**Run 1: signal wires on met1**

Bar = 20 um. Cells faint in the background.
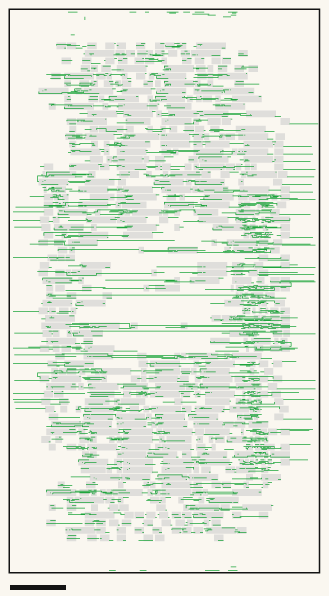
**Run 1: signal wires on met2**

Bar = 20 um. Cells faint in the background.
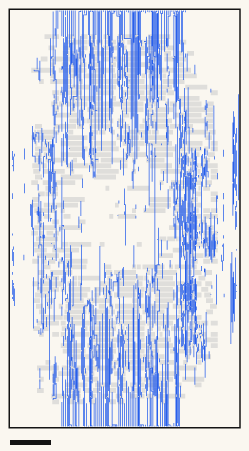
**Run 1: metal 3**

Bar = 20 um. Cells faint in the background.
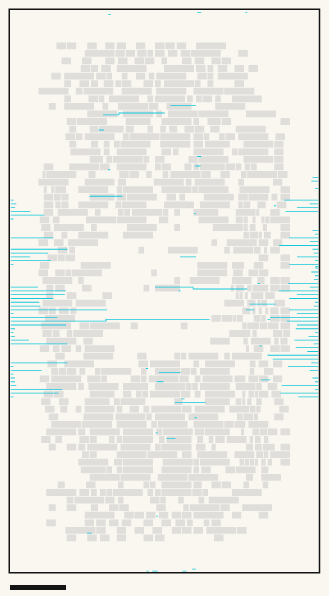
$ cat src/rtl/ctrl_pipeline.sv
// Control-word pipeline: per-stage valid/opcode/ctrl/illegal registers with
// stall (hold) and flush (kill) control, retire strobe and bubble counter.
module ctrl_pipeline #(
  parameter int STAGES    = 4,
  parameter int CW_WIDTH  = 32,
  parameter int OPC_WIDTH = 4,
  parameter logic [2**OPC_WIDTH-1:0] ILLEGAL_MASK = 16'h0C00
) (
  input  logic                          clk,
  input  logic                          rst,
  input  logic                          in_valid,
  input  logic [OPC_WIDTH-1:0]          in_opcode,
  input  logic [CW_WIDTH-1:0]           in_ctrl,
  output logic                          in_ready,
  input  logic [STAGES-1:0]             stall,
  input  logic [STAGES-1:0]             flush,
  output logic [STAGES-1:0]             stage_valid,
  output logic [STAGES*CW_WIDTH-1:0]    stage_ctrl,
  output logic [STAGES*OPC_WIDTH-1:0]   stage_opcode,
  output logic [STAGES-1:0]             stage_illegal,
  output logic                          retire_valid,
  output logic [15:0]                   bubble_count
);

  logic                 valid_q [STAGES];
  logic [CW_WIDTH-1:0]  ctrl_q  [STAGES];
  logic [OPC_WIDTH-1:0] opc_q   [STAGES];
  logic                 ill_q   [STAGES];

  logic                 src_valid [STAGES];
  logic [CW_WIDTH-1:0]  src_ctrl  [STAGES];
  logic [OPC_WIDTH-1:0] src_opc   [STAGES];
  logic                 src_ill   [STAGES];

  logic has_hold, has_flush, in_bad;
  int   hold_idx, flush_idx;

  always_comb begin
    has_hold  = 1'b0;
    hold_idx  = 0;
    has_flush = 1'b0;
    flush_idx = 0;
    for (int i = 0; i < STAGES; i++) begin
      if (stall[i]) begin
        has_hold = 1'b1;
        hold_idx = i;
      end
      if (flush[i]) begin
        has_flush = 1'b1;
        flush_idx = i;
      end
    end
  end

  assign in_ready     = ~|stall & ~|flush;
  assign in_bad       = ILLEGAL_MASK[in_opcode];
  assign retire_valid = valid_q[STAGES-1] & ~stall[STAGES-1] & ~flush[STAGES-1];

  // Shift sources; an entry killed by flush must not slip into the next stage.
  always_comb begin
    src_valid[0] = in_valid;
    src_opc[0]   = in_valid ? in_opcode : '0;
    src_ill[0]   = in_valid & in_bad;
    src_ctrl[0]  = (in_valid && !in_bad) ? in_ctrl : '0;
    for (int i = 1; i < STAGES; i++) begin
      if (has_flush && (i - 1) <= flush_idx) begin
        src_valid[i] = 1'b0;
        src_ctrl[i]  = '0;
        src_opc[i]   = '0;
        src_ill[i]   = 1'b0;
      end else begin
        src_valid[i] = valid_q[i-1];
        src_ctrl[i]  = ctrl_q[i-1];
        src_opc[i]   = opc_q[i-1];
        src_ill[i]   = ill_q[i-1];
      end
    end
  end

  always_ff @(posedge clk) begin
    for (int i = 0; i < STAGES; i++) begin
      if (rst || (has_flush && i <= flush_idx) || (has_hold && i == hold_idx + 1)) begin
        valid_q[i] <= 1'b0;
        ctrl_q[i]  <= '0;
        opc_q[i]   <= '0;
        ill_q[i]   <= 1'b0;
      end else if (!(has_hold && i <= hold_idx)) begin
        valid_q[i] <= src_valid[i];
        ctrl_q[i]  <= src_ctrl[i];
        opc_q[i]   <= src_opc[i];
        ill_q[i]   <= src_ill[i];
      end
    end
    if (rst)
      bubble_count <= '0;
    else if (!valid_q[STAGES-1] && !stall[STAGES-1] && bubble_count != 16'hFFFF)
      bubble_count <= bubble_count + 16'd1;
  end

  always_comb begin
    for (int i = 0; i < STAGES; i++) begin
      stage_valid[i]                          = valid_q[i];
      stage_illegal[i]                        = ill_q[i];
      stage_ctrl[i*CW_WIDTH +: CW_WIDTH]      = ctrl_q[i];
      stage_opcode[i*OPC_WIDTH +: OPC_WIDTH]  = opc_q[i];
    end
  end

endmodule

$ cat config.mk
export PLATFORM = sky130hd
export DESIGN_NAME = ctrl_pipeline
export DESIGN_NICKNAME = d
export VERILOG_FILES = /design/src/rtl/ctrl_pipeline.sv
export SDC_FILE = /design/constraint.sdc
export NUM_CORES = 1
export LEC_CHECK = 0
export CORE_ASPECT_RATIO = 2
export CORE_MARGIN = 10
export CORE_UTILIZATION = 40
export DETAILED_ROUTE_END_ITERATION = 6
export PLACE_DENSITY = 0.71
export SYNTH_ARGS = -nofsm -noshare
export SYNTH_HDL_FRONTEND = slang
export SYNTH_SLANG_ARGS = --single-unit
$ cat constraint.sdc
create_clock -name clk -period 6.21 [get_ports clk]
set_input_delay 1.863 -clock clk [delete_from_list [all_inputs] [get_ports clk]]
set_output_delay 1.863 -clock clk [all_outputs]
set_load 0.05 [all_outputs]
==> reports/results.ini, run 1 <==
[sta]
worst_slew_pin_slew_ns=1.12
slew_headroom=0.253
rsz0062_at_grt=no
period_used_share=0.897
finalHoldViolCount=0

[pwr]
ir_drop_mv=0.199
power.leakage_uw=0.00364

[die]
dieArea_um2=22400
initCoreUtil=0.407
fp.dieH_um=202
dieWidth_um=111

[logic_synthesis]
synth_cells=437
synth_flops=168
largest_area_cell=edfxtp_1
ys_cells=437
yosysChipArea_um2=6620
avgSynthCellArea_um2=15.1
top_cell=edfxtp_1
simple_gate_share=0.207

[global_route]
grt_util_met2=0.315

[setup_path]
path_max_fanout=9
cp_data_arrival_time_ns=3.71
rr_startpoint=bubble_count[0]$_SDFFE_PP0P_
worst_ep_required_time_ns=4.35

[run_status]
status=finished, final reports clean

[detailed_routing]
vias=4180
viasPerCell=4.79
antenna_left=0
firstDrtPassIters=4
drt_iter0_drc=124

[placement]
place_hpwl_um=14400

[clock_tree]
hold_buffers=0

Notes on 'signal wires on met1' above:
share of all routed wire	31%
main direction	horizontal
wire length on this layer	5,590 um
longest straight run	77.7 um
nets with wire on the layer	651

Notes on 'signal wires on met2' above:
main direction	vertical
wire length on this layer	10,700 um
longest straight run	73.8 um
share of all routed wire	60%

Notes on 'metal 3' above:
main direction	horizontal
wire length on this layer	867 um
longest straight run	37.0 um

## run 1: metrics by stage
step	hold WS [ns]	setup slack, ns	instance area [um2]	power, uW	utilization
6_report	0.522	0.639	9540	2500	0.587
5_1_grt	0.550	0.555	9540	2580	0.586
4_1_cts	0.526	0.658	9540	2520	0.586
3_5_place_dp	0.515	0.676	8960	1520	0.551
3_3_place_gp	0.492	0.734	8960	1510	0.551
2_1_floorplan	0.526	0.195	6620	1410	-
## run 1: registers in the layout, summed over array words and instances, names as in the netlist
name          count
bubble_count     16
ctrl_q          128
ill_q             4
opc_q            16
valid_q           4
## run 1: worst max-delay path: cells and delay by family
family	cells	cell delay, ns
simple gates	2	0.97
buf+inv	2	0.88
## run 1: where the power goes
part           internal (uW)  switching, uW
combinational           77.1            146
sequential              1250           15.4
clock                    574            434
## run 1: area by class of cell
cell class,instances,area [um2],share of cell area
antenna,1,2.50,0.000262
sequential,168,4880,0.512
multi-input combinational,243,1620,0.169
tap,204,255,0.0267
clock buffer,21,492,0.0515
timing repair buffer,220,2190,0.229
clock inverter,11,87.6,0.00918
inverter,4,15.0,0.00157
## run 1: placed cells by master, fill, tap and decap left out, types with 9 or more instances in the layout
cell type        synthesis  layout
edfxtp_1               152     152
clkdlybuf4s50_1          0     215
clkbuf_16                0      18
a21oi_1                  9       9
and2_1                 115     115
nor2_1                  15      15
dfxtp_1                 16      16
and2_2                  31      31
## run 1: per-layer routing
layer,wire length (um),part of all wire
met1,5590,0.31
met2,10700,0.60
met3,866,0.049
met4,725,0.041
met5,0,0
## run 1: worst max path at each step
| stage | end | start |
|---|---|---|
| after CTS | in_ready | stall[3] |
| after floorplan | in_ready | stall[3] |
| after detailed placement | in_ready | stall[3] |
| after global placement | in_ready | stall[3] |
| final | in_ready | stall[3] |
| after global routing | in_ready | stall[3] |
==> inputs of run 2 (changes only) <==
==> constraint.sdc (replaced) <==
create_clock -name clk -period 7 [get_ports clk]
set_input_delay 2.1 -clock clk [delete_from_list [all_inputs] [get_ports clk]]
set_output_delay 2.1 -clock clk [all_outputs]
set_load 0.05 [all_outputs]
==> reports/results.ini, run 2 <==
[die]
initCoreUtil=0.407
dieArea_um2=22400
fp.dieH_um=202
dieWidth_um=111

[pwr]
power_frac_comb=0.090
internal_power_uw=1680
ir_drop_mv=0.162
top_power_group=registers
total_power_uw=2210
p_clk_frac=0.402
clk-power_uw=889
p_seq_uw=1120
power.switching_uw=531

[layout]
combGateArea_um2=1620
largest_reg_flops=128
largest_register=ctrl_q
finish.utilization=0.586
mostFrequentLayoutCell=clkdlybuf4s50_1
top_regs=ctrl_q (128), bubble_count (16), opc_q (16)

[logic_synthesis]
ys_cells=437
avgSynthCellArea_um2=15.1

[placement]
placed_area_um2=8970
pre_cts_ws_ns=0.582

[setup_path]
path_max_fanout=3
crit_start=stall[1]
endpoint=in_ready

[sta]
period_used_share=0.918
slew_headroom=0.222
worst_slew_pin_slew_ns=1.16
rsz0062_at_grt=no
fin_hold_ws_ns=0.532

[detailed_routing]
drt_iter0_drc=100
antenna_left=0
vias=4233

[run_status]
status=finished, final reports clean

==> run 2: cell types whose count changed in the layout (fill, tap and decap cells not counted) <==
| cell | before | now |
|---|---|---|
| clkinvlp_4 | 1 | 3 |
| bufinv_16 | 0 | 1 |
| clkinv_2 | 2 | 1 |
| clkinv_1 | 0 | 1 |
| clkbuf_16 | 18 | 17 |
| clkbuf_8 | 3 | 1 |
| clkbuf_1 | 0 | 1 |
| clkdlybuf4s50_1 | 215 | 216 |
| clkinv_4 | 5 | 4 |
==> run 2: area by class of cell <==
type                            instances  share of cell area
Tap cell                              204              0.0268
Timing Repair Buffer                  221               0.231
Clock inverter                         13              0.0129
Antenna cell                            1            0.000262
Sequential cell                       168               0.512
Clock buffer                           19              0.0464
Inverter                                4             0.00157
Multi-Input combinational cell        243               0.169
==> run 2: cell families after synthesis <==
| kind of cell | count (synthesis) |
|---|---|
| flops | 168 |
| mux | 5 |
| simple gates | 213 |
| buf+inv | 26 |
| compound gates | 23 |
| xor+xnor | 1 |
| fa+ha+maj | 1 |
==> run 2: per-layer routing <==
| metal | part of all wire | wire length [um] | GRT usage | up-vias |
|---|---|---|---|---|
| met5 | 0 | 0 | 0 | - |
| met4 | 0.041 | 728 | 0.0925 | 0 |
| met3 | 0.052 | 940 | 0.0448 | 37 |
| met2 | 0.60 | 10800 | 0.319 | 148 |
| met1 | 0.30 | 5420 | 0.133 | 2049 |
| li1 | - | - | - | 1999 |
==> run 2: critical path, cell delays in order <==
cell	delay (ns)
clkdlybuf4s50_1	0.48
or4_4	0.58
nor4b_1	0.31
clkdlybuf4s50_1	0.86
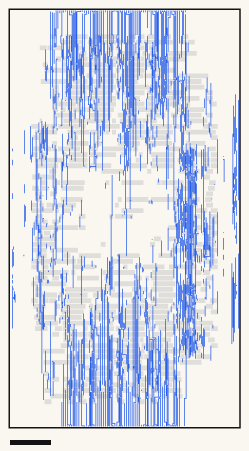
**Above:** run 2 (signal wires on met2).
Bar = 20 um. Cells faint in the background.
nets with wire on the layer	639
share of all routed wire	60%
main direction	vertical

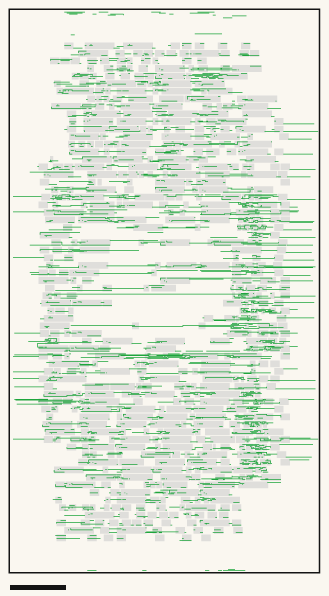
**Above:** run 2 (signal wires on met1).
Bar = 20 um. Cells faint in the background.
longest straight run	71.5 um
share of all routed wire	30%

==> inputs of run 3 (changes only) <==
--- a/config.mk
+++ b/config.mk
@@ -7,9 +7,9 @@
 export LEC_CHECK = 0
 export CORE_ASPECT_RATIO = 2
 export CORE_MARGIN = 10
-export CORE_UTILIZATION = 40
+export CORE_UTILIZATION = 50
 export DETAILED_ROUTE_END_ITERATION = 6
-export PLACE_DENSITY = 0.71
+export PLACE_DENSITY = 0.86
 export SYNTH_ARGS = -nofsm -noshare
 export SYNTH_HDL_FRONTEND = slang
 export SYNTH_SLANG_ARGS = --single-unit
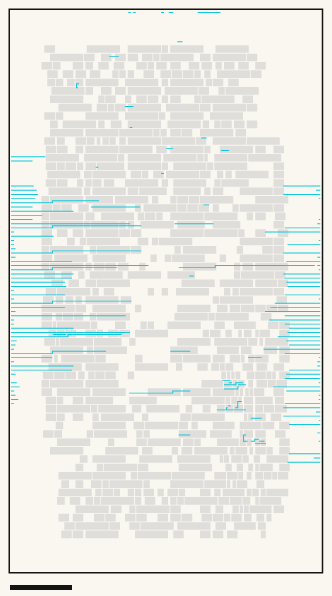
**Above:** run 3 (metal 3).
Bar = 20 um. Cells faint in the background.
wire length on this layer	1,370 um
main direction	horizontal
longest straight run	44.4 um
share of all routed wire	8.6%
nets with wire on the layer	134

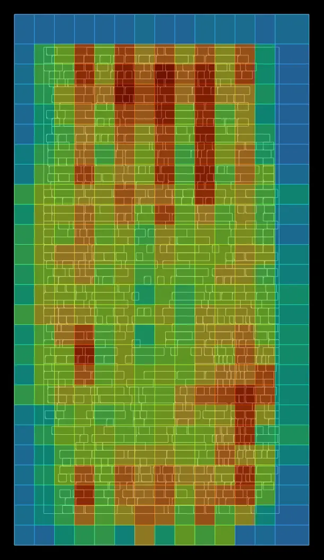
**Above:** run 3 (routing congestion map).
GR Util met1: 0.161
Core Util, Final: 0.733

==> reports/results.ini, run 3 <==
[run_status]
status=finished, final reports clean

[logic_synthesis]
ys_cells=437
largest_area_cell=edfxtp_1
simple_gate_share=0.207
synth_flops=168
ys_sh_xor=0.00132
top_cell=edfxtp_1
yosysChipArea_um2=6620

[detailed_routing]
firstDrtPassIters=4
viasPerCell=5.09
drt_iter0_drc=172
vias=4174

[die]
initCoreUtil=0.509
dieWidth_um=101
dieArea_um2=18500

[layout]
top_regs=ctrl_q (128), bubble_count (16), opc_q (16)
mostFrequentLayoutCell=clkdlybuf4s50_1
largest_register=ctrl_q
antenna_cells=0
finalInstanceArea_um2=9520
largest_reg_flops=128

[setup_path]
cp_cell_sequence=clkdlybuf4s50_1 > or4_4 > nor4b_1 > clkdlybuf4s50_1
crit_path_top_delay_cell=clkdlybuf4s50_1
path_max_fanout=9
cpPeakStageDelay_ns=0.87
cp_data_arrival_time_ns=4.53
worst_ep_required_time_ns=4.90

[pwr]
power.leakage_uw=0.00366
p_seq_frac=0.493
ir_drop_mv=0.220
p_clk_frac=0.420
power_frac_comb=0.087
internal_power_uw=1750

[clock_tree]
hold_buffers=0

[sta]
worst_slew_pin_slew_ns=1.15
fin_hold_ws_ns=0.517
finalHoldViolCount=0
period_used_share=0.947

[placement]
placed_area_um2=8910
pre_cts_ws_ns=0.405

[run 3: cell types whose count changed in the layout (fill, tap and decap cells not counted), sizes merged]
| cell | before | now |
|---|---|---|
| clkinv | 6 | 2 |
| inv | 7 | 11 |
| bufinv | 1 | 3 |
| clkinvlp | 3 | 1 |
| diode | 1 | 0 |
[run 3: layer usage]
metal,vias to the layer above,track usage,part of all wire
li1,1996,-,-
met1,1986,0.161,0.32
met2,171,0.317,0.57
met3,21,0.0655,0.085
met4,0,0.0644,0.024
met5,-,0,0
[run 3: tightest hold or removal path, delay by kind of cell, from the launching register on]
family | cells | cell delay [ns]
AND-OR/OR-AND | 2 | 0.13
flip-flops | 1 | 0.34
[run 3: area by class of cell]
class,instances,area (um2),area share
flip-flops and latches,168,4880,0.513
repair buffers,221,2200,0.231
multi-input cells,243,1620,0.170
clock buffers,19,433,0.0455
well taps,152,190,0.0200
clock inverters,13,181,0.0191
inverters,4,15.0,0.00158
[run 3: cells by family after synthesis]
kind of cell	after synthesis
and+or+nand+nor	213
DFF	168
buffers and inverters	26
AOI/OAI and AO/OA	23
muxes	5
xor gates and xnor gates	1
adders and majority gates	1
[run 3: path summary, 6_finish.rpt]
kind,slack [ns],endpoint,start,depth (start not counted)
max,0.37,in_ready,stall[3],4
min reg2reg,0.52,bubble_count[7]$_SDFFE_PP0P_,bubble_count[7]$_SDFFE_PP0P_,2
min,0.52,bubble_count[7]$_SDFFE_PP0P_,bubble_count[7]$_SDFFE_PP0P_,2
max reg2reg,4.75,bubble_count[2]$_SDFFE_PP0P_,bubble_count[0]$_SDFFE_PP0P_,5
[run 3: power by group through the flow]
stage	combinational, uW	sequential (uW)	clock (uW)
global placement	197	1140	0
detailed placement	200	1140	0
floorplan	21.0	1230	0
finish	198	1120	957
CTS	200	1120	973
global route	205	1120	1020
Power figures rest on the tool's default switching activity, not on a simulated workload.
